==> run_1/gates.png <==
Bar = 50 um.
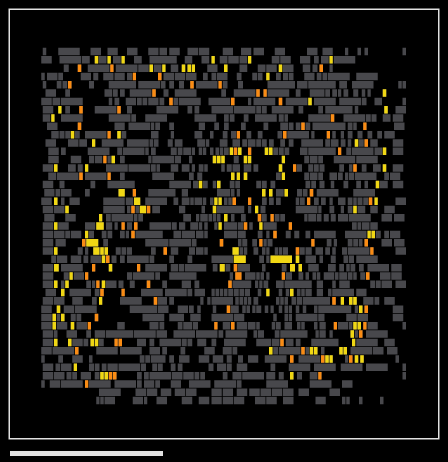
==> run_1/layers.png <==
Bar = 50 um.
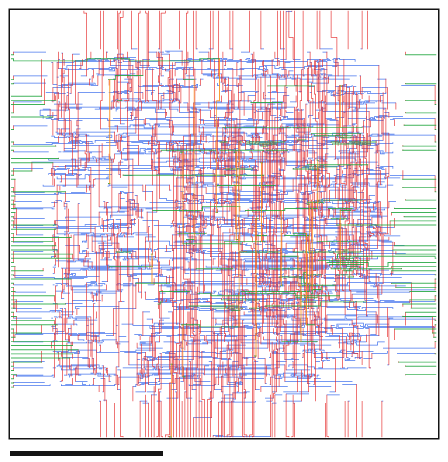
==> run_1/class_map.png <==
Bar = 50 um. Fill, decap, tap and diode cells in gray.
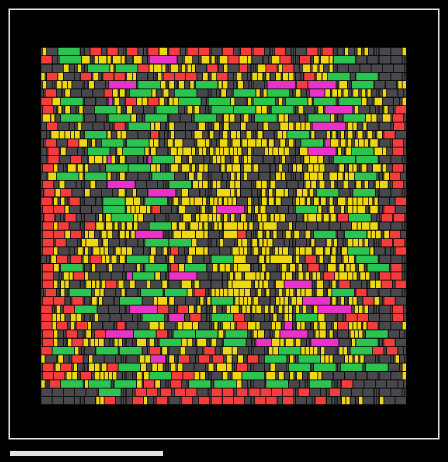
==> run_1/placed.png <==
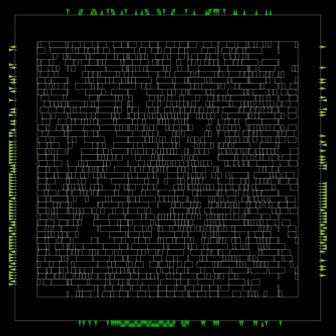
`src/rtl/load_store_unit_if.sv`:
```
// Datapath-side request/response and memory-side bus of the load/store unit.
// slave is the unit's view; master is the view of whoever drives requests and models memory.
interface load_store_unit_if #(
  parameter int WIDTH = 32
);
  logic             req;
  logic             we_req;
  logic [1:0]       size;
  logic             ld_unsigned;
  logic [WIDTH-1:0] addr;
  logic [WIDTH-1:0] wdata;
  logic             busy;
  logic             done;
  logic             err;
  logic [WIDTH-1:0] rdata;
  logic [WIDTH-1:0] mem_adr;
  logic             mem_we;
  logic [WIDTH-1:0] mem_wd;
  logic [WIDTH-1:0] mem_rd;

  modport slave (
    input  req, we_req, size, ld_unsigned, addr, wdata, mem_rd,
    output busy, done, err, rdata, mem_adr, mem_we, mem_wd
  );

  modport master (
    output req, we_req, size, ld_unsigned, addr, wdata, mem_rd,
    input  busy, done, err, rdata, mem_adr, mem_we, mem_wd
  );
endinterface

```
`src/rtl/load_store_unit.sv`:
```
// Byte-addressed load/store front end for a word-wide memory; sub-word stores read-modify-write.
// Done 2 cycles after accept (3 for sub-word stores); busy blocks new requests until back in IDLE.
module load_store_unit #(
  parameter int WIDTH = 32,
  parameter int DEPTH = 124
) (
  input  logic             clk,
  input  logic             rst,
  load_store_unit_if.slave bus
);
  typedef enum logic [2:0] {
    S_IDLE,
    S_LOAD,
    S_RMW_RD,
    S_WRITE,
    S_ERR,
    S_DONE
  } state_t;

  state_t           r_state;
  state_t           w_next;
  logic [9:0]       r_addr_q;
  logic [1:0]       r_size_q;
  logic             r_we_q;
  logic             r_uns_q;
  logic             r_err_q;
  logic [WIDTH-1:0] r_wdata_q;
  logic [WIDTH-1:0] r_merge_q;
  logic [WIDTH-1:0] r_rdata;

  logic             w_req_err;
  logic [7:0]       w_byte;
  logic [15:0]      w_half;
  logic [WIDTH-1:0] w_load;
  logic [WIDTH-1:0] w_merge;
  logic [WIDTH-1:0] w_mem_adr;
  logic [WIDTH-1:0] w_mem_wd;
  logic             w_mem_we;

  // Checked on the live request inputs so the verdict is ready in the accepting cycle.
  assign w_req_err = (bus.size == 2'b11)
                  || (bus.size == 2'b01 && bus.addr[0])
                  || (bus.size == 2'b10 && bus.addr[1:0] != 2'b00)
                  || ({2'b00, bus.addr[WIDTH-1:2]} >= WIDTH'(DEPTH));

  assign w_byte = bus.mem_rd[{r_addr_q[1:0], 3'b000} +: 8];
  assign w_half = bus.mem_rd[{r_addr_q[1], 4'b0000} +: 16];

  always_comb begin
    case (r_size_q)
      2'b00:   w_load = {{(WIDTH-8){~r_uns_q & w_byte[7]}}, w_byte};
      2'b01:   w_load = {{(WIDTH-16){~r_uns_q & w_half[15]}}, w_half};
      default: w_load = bus.mem_rd;
    endcase
  end

  always_comb begin
    w_merge = bus.mem_rd;
    if (r_size_q == 2'b00) begin
      w_merge[{r_addr_q[1:0], 3'b000} +: 8] = r_wdata_q[7:0];
    end else begin
      w_merge[{r_addr_q[1], 4'b0000} +: 16] = r_wdata_q[15:0];
    end
  end

  always_comb begin
    w_next    = r_state;
    w_mem_adr = '0;
    w_mem_wd  = '0;
    case (r_state)
      S_IDLE: begin
        if (bus.req) begin
          if (w_req_err)                  w_next = S_ERR;
          else if (!bus.we_req)           w_next = S_LOAD;
          else if (bus.size == 2'b10)     w_next = S_WRITE;
          else                            w_next = S_RMW_RD;
        end
      end
      S_LOAD: begin
        w_mem_adr = {{(WIDTH-8){1'b0}}, r_addr_q[9:2]};
        w_next    = S_DONE;
      end
      S_RMW_RD: begin
        w_mem_adr = {{(WIDTH-8){1'b0}}, r_addr_q[9:2]};
        w_next    = S_WRITE;
      end
      S_WRITE: begin
        w_mem_adr = {{(WIDTH-8){1'b0}}, r_addr_q[9:2]};
        w_mem_wd  = (r_size_q == 2'b10) ? r_wdata_q : r_merge_q;
        w_next    = S_DONE;
      end
      S_ERR:   w_next = S_DONE;
      S_DONE:  w_next = S_IDLE;
      default: w_next = S_IDLE;
    endcase
  end

  // Gated by rst so a reset landing on WRITE never commits a half-finished store.
  assign w_mem_we = (r_state == S_WRITE) && !rst;

  assign bus.busy    = (r_state != S_IDLE);
  assign bus.done    = (r_state == S_DONE);
  assign bus.err     = (r_state == S_DONE) && r_err_q;
  assign bus.rdata   = r_rdata;
  assign bus.mem_adr = w_mem_adr;
  assign bus.mem_we  = w_mem_we;
  assign bus.mem_wd  = w_mem_wd;

  always_ff @(posedge clk) begin
    if (rst) begin
      r_state   <= S_IDLE;
      r_addr_q  <= '0;
      r_size_q  <= '0;
      r_we_q    <= 1'b0;
      r_uns_q   <= 1'b0;
      r_err_q   <= 1'b0;
      r_wdata_q <= '0;
      r_merge_q <= '0;
      r_rdata   <= '0;
    end else begin
      r_state <= w_next;
      if (r_state == S_IDLE && bus.req) begin
        r_addr_q  <= bus.addr[9:0];
        r_size_q  <= bus.size;
        r_we_q    <= bus.we_req;
        r_uns_q   <= bus.ld_unsigned;
        r_wdata_q <= bus.wdata;
        r_err_q   <= w_req_err;
      end
      if (r_state == S_LOAD && !r_we_q) begin
        r_rdata <= w_load;
      end
      if (r_state == S_RMW_RD) begin
        r_merge_q <= w_merge;
      end
    end
  end
endmodule

```
`src/flat_wrapper.sv`:
```
// flat-port wrapper written by rule: the top's interface ports become plain ports
module load_store_unit_flat 
#(
  parameter int WIDTH = 32,
  parameter int DEPTH = 124
)
  (clk, rst, bus_req, bus_we_req, bus_size, bus_ld_unsigned, bus_addr, bus_wdata, bus_mem_rd, bus_busy, bus_done, bus_err, bus_rdata, bus_mem_adr, bus_mem_we, bus_mem_wd);
  load_store_unit_if #(.WIDTH(WIDTH)) bus_i ();
  input  logic clk;
  input  logic rst;
  input wire logic [$bits(bus_i.req)-1:0] bus_req;
  input wire logic [$bits(bus_i.we_req)-1:0] bus_we_req;
  input wire logic [$bits(bus_i.size)-1:0] bus_size;
  input wire logic [$bits(bus_i.ld_unsigned)-1:0] bus_ld_unsigned;
  input wire logic [$bits(bus_i.addr)-1:0] bus_addr;
  input wire logic [$bits(bus_i.wdata)-1:0] bus_wdata;
  input wire logic [$bits(bus_i.mem_rd)-1:0] bus_mem_rd;
  output wire logic [$bits(bus_i.busy)-1:0] bus_busy;
  output wire logic [$bits(bus_i.done)-1:0] bus_done;
  output wire logic [$bits(bus_i.err)-1:0] bus_err;
  output wire logic [$bits(bus_i.rdata)-1:0] bus_rdata;
  output wire logic [$bits(bus_i.mem_adr)-1:0] bus_mem_adr;
  output wire logic [$bits(bus_i.mem_we)-1:0] bus_mem_we;
  output wire logic [$bits(bus_i.mem_wd)-1:0] bus_mem_wd;
  assign bus_i.req = bus_req;
  assign bus_i.we_req = bus_we_req;
  assign bus_i.size = bus_size;
  assign bus_i.ld_unsigned = bus_ld_unsigned;
  assign bus_i.addr = bus_addr;
  assign bus_i.wdata = bus_wdata;
  assign bus_i.mem_rd = bus_mem_rd;
  assign bus_busy = bus_i.busy;
  assign bus_done = bus_i.done;
  assign bus_err = bus_i.err;
  assign bus_rdata = bus_i.rdata;
  assign bus_mem_adr = bus_i.mem_adr;
  assign bus_mem_we = bus_i.mem_we;
  assign bus_mem_wd = bus_i.mem_wd;
  load_store_unit #(.WIDTH(WIDTH), .DEPTH(DEPTH)) u_core (.clk(clk), .rst(rst), .bus(bus_i));
endmodule
```
`config.mk`:
```
export PLATFORM = sky130hd
export DESIGN_NAME = load_store_unit_flat
export DESIGN_NICKNAME = d
export VERILOG_FILES = /design/src/rtl/load_store_unit_if.sv /design/src/rtl/load_store_unit.sv /design/src/flat_wrapper.sv
export SDC_FILE = /design/constraint.sdc
export NUM_CORES = 1
export LEC_CHECK = 0
export ABC_AREA = 1
export CORE_MARGIN = 10
export CORE_UTILIZATION = 45
export DETAILED_ROUTE_END_ITERATION = 8
export HOLD_SLACK_MARGIN = 0.05
export PLACE_DENSITY_LB_ADDON = 0.15
export SYNTH_ARGS = -nofsm -noshare
export SYNTH_HDL_FRONTEND = slang
export SYNTH_SLANG_ARGS = --single-unit
export TNS_END_PERCENT = 100
```
`constraint.sdc`:
```
create_clock -name clk -period 4.85 [get_ports clk]
set_input_delay 0.7275 -clock clk [delete_from_list [all_inputs] [get_ports clk]]
set_output_delay 0.7275 -clock clk [all_outputs]
set_load 0.05 [all_outputs]
```
==> impl_metrics.ini, run 1 <==
; synthesis and place-and-route metrics
[power]
ir_drop_mv = 0.230
clock_power_mw = 1.21
comb_power_share_pct = 24.6

[global_routing]
grt_first_pass_wirelength_um = 35800
grt_pass1_vias = 6627

[synthesis]
simple_gate_area_share_pct = 20.2
yosysTopAreaCellShare_pct = 35.2
synth_seq_share_pct = 35.2
mux_share_pct = 0

[outcome]
status = finished, final reports clean

[setup_path]
cp-end-kind = primary output
cp.required_ps = 4120
path_cells = buf_4 -> inv_4 -> nor2_4 -> buf_4 -> nor2_1 -> a211oi_1 -> clkdlybuf4s50_1
crit_path_end = bus_mem_wd[30]

[final_timing]
hold_viol_final = 0
setup_viol = 0
fmaxAchievable_mhz = 245

[layout]
antenna_cells = 0
buffers_excl_clock = 186

[placement]
place_inst = 1266

[route]
drt-initial-drc-count = 571
avgViaCountPerCell = 5.38

[floorplanning]
initCoreUtil_pct = 46.4

[job]
warnings = 30
Back to the opening pictures, gates.png:
color	family	cells	most used
orange	inv cells	93	inv_1
yellow	nor cells	122	nor2_1
non-filler cells, final: 1,295
highest-count logic cell in the final layout: clkdlybuf4s50_1
logic share of the area: 39.6%

Back to the opening pictures, layers.png:
color	layer	wire length
orange	M4	564 um
blue	M1	9,670 um
green	M3	1,920 um
red	M2	10,700 um
Routed wire per std cell: 17.7 um
total track usage: 22.4%
Vias: 6,969
Final Routed Wirelength: 22,900 um

Back to the opening pictures, class_map.png:
color	class	cells	share of their area
magenta	clock drivers and dummy loads	29	6.7%
green	registers	114	27%
yellow	remaining logic cells	786	45%
red	remaining buffers and delay cells	186	22%
final cell area excluding filler cells: 8720 um^2
Row Count: 43
Seq area share: 26.2%
core area: 14,000 um^2
Post-Route Utilization: 62.4%

Back to the opening pictures, placed.png:
Layout fillers: 1,313
Flops: 114
Well Taps: 180

==> run 2: changes to the inputs <==
CORE_UTILIZATION = 43   (was 45)
clock period = 3.7 ns   (was 4.85 ns; I/O delays follow)
==> run_2/layers.png <==
Bar = 50 um.
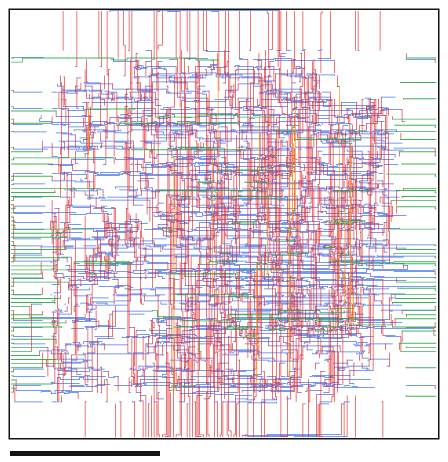
color	layer	wire length
blue	M1	10,000 um
orange	M4	569 um
red	M2	11,000 um
green	M3	1,800 um
Final Routed Wirelength: 23,300 um
total track usage: 22.3%

==> run 2 against run 1 <==
Net effect: via count up 0.33%; clock-buffer cell count down 7; worst setup slack better by 62 ps; sequential power up 31%; critical path type unchanged.
==> impl_metrics.ini, run 2 <==
; synthesis and place-and-route metrics
[setup_path]
cp.required_ps = 3140
worstPathMaxFanout = 33
cp-startpoint = u_core.r_state[0]$_SDFFE_PP0P_
crit_path_end = bus_mem_we
cp-end-kind = primary output
path_cells = inv_1 -> nor2_2 -> nand2_1 -> buf_4 -> nor2_1 -> clkdlybuf4s50_1
r2r_setup_slack_ps = 1440

[job]
cap_viol_max_count = 0
warnings = 30

[layout]
sh_comb_area_pct = 38.6
nonClkBufAreaFrac_pct = 22.6
seq_cell_count = 114
fin_cells = 1306
buffers_excl_clock = 190
num-fill-cells = 1395
clock_area_share_pct = 6.80
antenna_cells = 0
num-nonclk-inverters = 93

[power]
maxPowerGroup = the clock network
clock_power_mw = 1.70
ir_drop_mv = 0.312
comb_power_share_pct = 24.0
switching_share_pct = 33.0

[placement]
place_inst = 1274
dp_hpwl_um = 17200

[synthesis]
simple_gate_area_share_pct = 20.2
synth_seq_share_pct = 35.2
yosysTopAreaCellShare_pct = 35.2
mux_share_pct = 0

[cts]
holdBufCountCts = 0
postCtsSetupBuffers = 0

[route]
drt-initial-drc-count = 527
num_vias = 6992
avgViaCountPerCell = 5.35
drt-pass1-iter-count = 5
wire_per_inst_um = 17.9

[global_routing]
grt_max_degree = 90
antenna_found_initial = 0

[floorplanning]
initCoreUtil_pct = 44.3
taps = 184

[outcome]
status = finished, final reports clean

[final_timing]
setup_viol = 0
hold_viol_final = 0
==> run_2/class_map.png <==
Bar = 50 um. Fill, decap, tap and diode cells in gray.
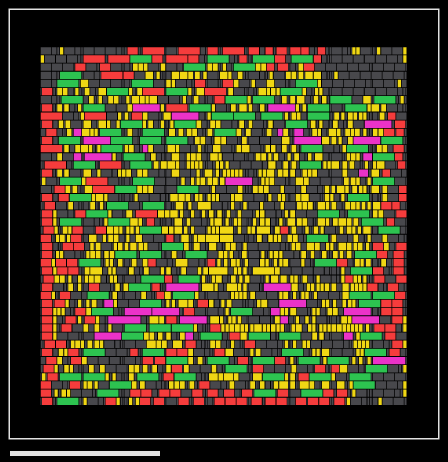
color	class	cells	share of their area
yellow	remaining logic cells	786	44%
red	remaining buffers and delay cells	190	23%
green	registers	114	26%
magenta	clock drivers and dummy loads	32	7.0%
core area: 14,600 um^2
final cell area excluding filler cells: 8940 um^2
Seq area share: 25.5%
Post-Route Utilization: 61.1%
Row Count: 44

==> run 3: changes to the inputs <==
clock period = 2.55 ns   (was 3.7 ns; I/O delays follow)
==> run_3/class_map.png <==
Bar = 50 um. Fill, decap, tap and diode cells in gray.
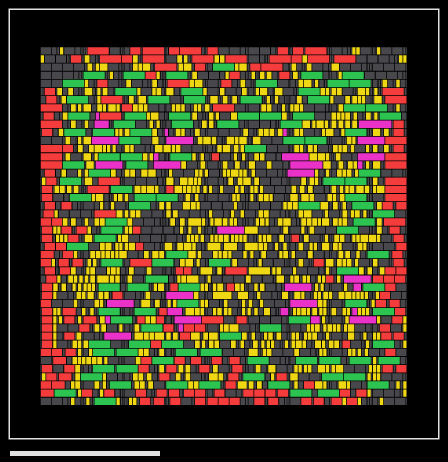
color	class	cells	share of their area
red	remaining buffers and delay cells	196	26%
yellow	remaining logic cells	786	42%
green	registers	114	25%
magenta	clock drivers and dummy loads	32	6.4%
Post-Route Utilization: 62.9%
final cell area excluding filler cells: 9200 um^2

==> run 3 against run 2 <==
Net effect: utilization is 1.8 points higher; via count is 1.2% higher; synthesized area stayed put; critical endpoint is now bus_mem_adr[5]; global-route usage is 0.35 points higher; sequential share of layout area is 0.73 points lower; clock power is 36% higher; synthesized cell count stayed put.
==> impl_metrics.ini, run 3 <==
; synthesis and place-and-route metrics
[synthesis]
synth_seq_share_pct = 35.2
yosysTopAreaCellShare_pct = 35.2
mux_share_pct = 0

[route]
avgViaCountPerCell = 5.39
drt-initial-drc-count = 534
drt-pass1-iter-count = 7

[floorplanning]
taps = 184
initCoreUtil_pct = 44.3
rows = 44

[layout]
clock_area_share_pct = 6.23
seq_cell_count = 114
sh_comb_area_pct = 37.5
buffers_excl_clock = 196
layout.cells.most_common = nand2_1
num-fill-cells = 1371
fin_cells = 1312
antenna_cells = 0
seq_share_pct = 24.8

[setup_path]
cp-startpoint = u_core.r_state[0]$_SDFFE_PP0P_
r2r_setup_slack_ps = 320
worstPathMaxFanout = 8
cp.required_ps = 2170
crit_path_end = bus_mem_adr[5]
cp-end-kind = primary output

[global_routing]
antenna_found_initial = 0
grt_max_degree = 65
grt_first_pass_wirelength_um = 36600

[final_timing]
fmaxAchievable_mhz = 413
hold_viol_final = 0

[power]
comb_power_share_pct = 25.2

[placement]
dp_hpwl_um = 17700

[job]
warnings = 30
cap_viol_max_count = 0

[outcome]
status = finished, final reports clean

[cts]
postCtsSetupBuffers = 0
holdBufCountCts = 0
==> run_3/m4.png <==
Bar = 50 um.
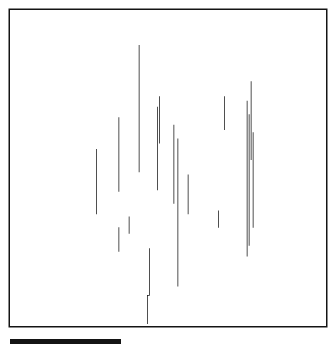
longest straight run	70.0 um
share of all routed wire	2.5%
main direction	vertical
wire length on this layer	581 um
Vias: 7,075
Final Routed Wirelength: 23,700 um

Power is estimated from default activity; no workload was simulated.
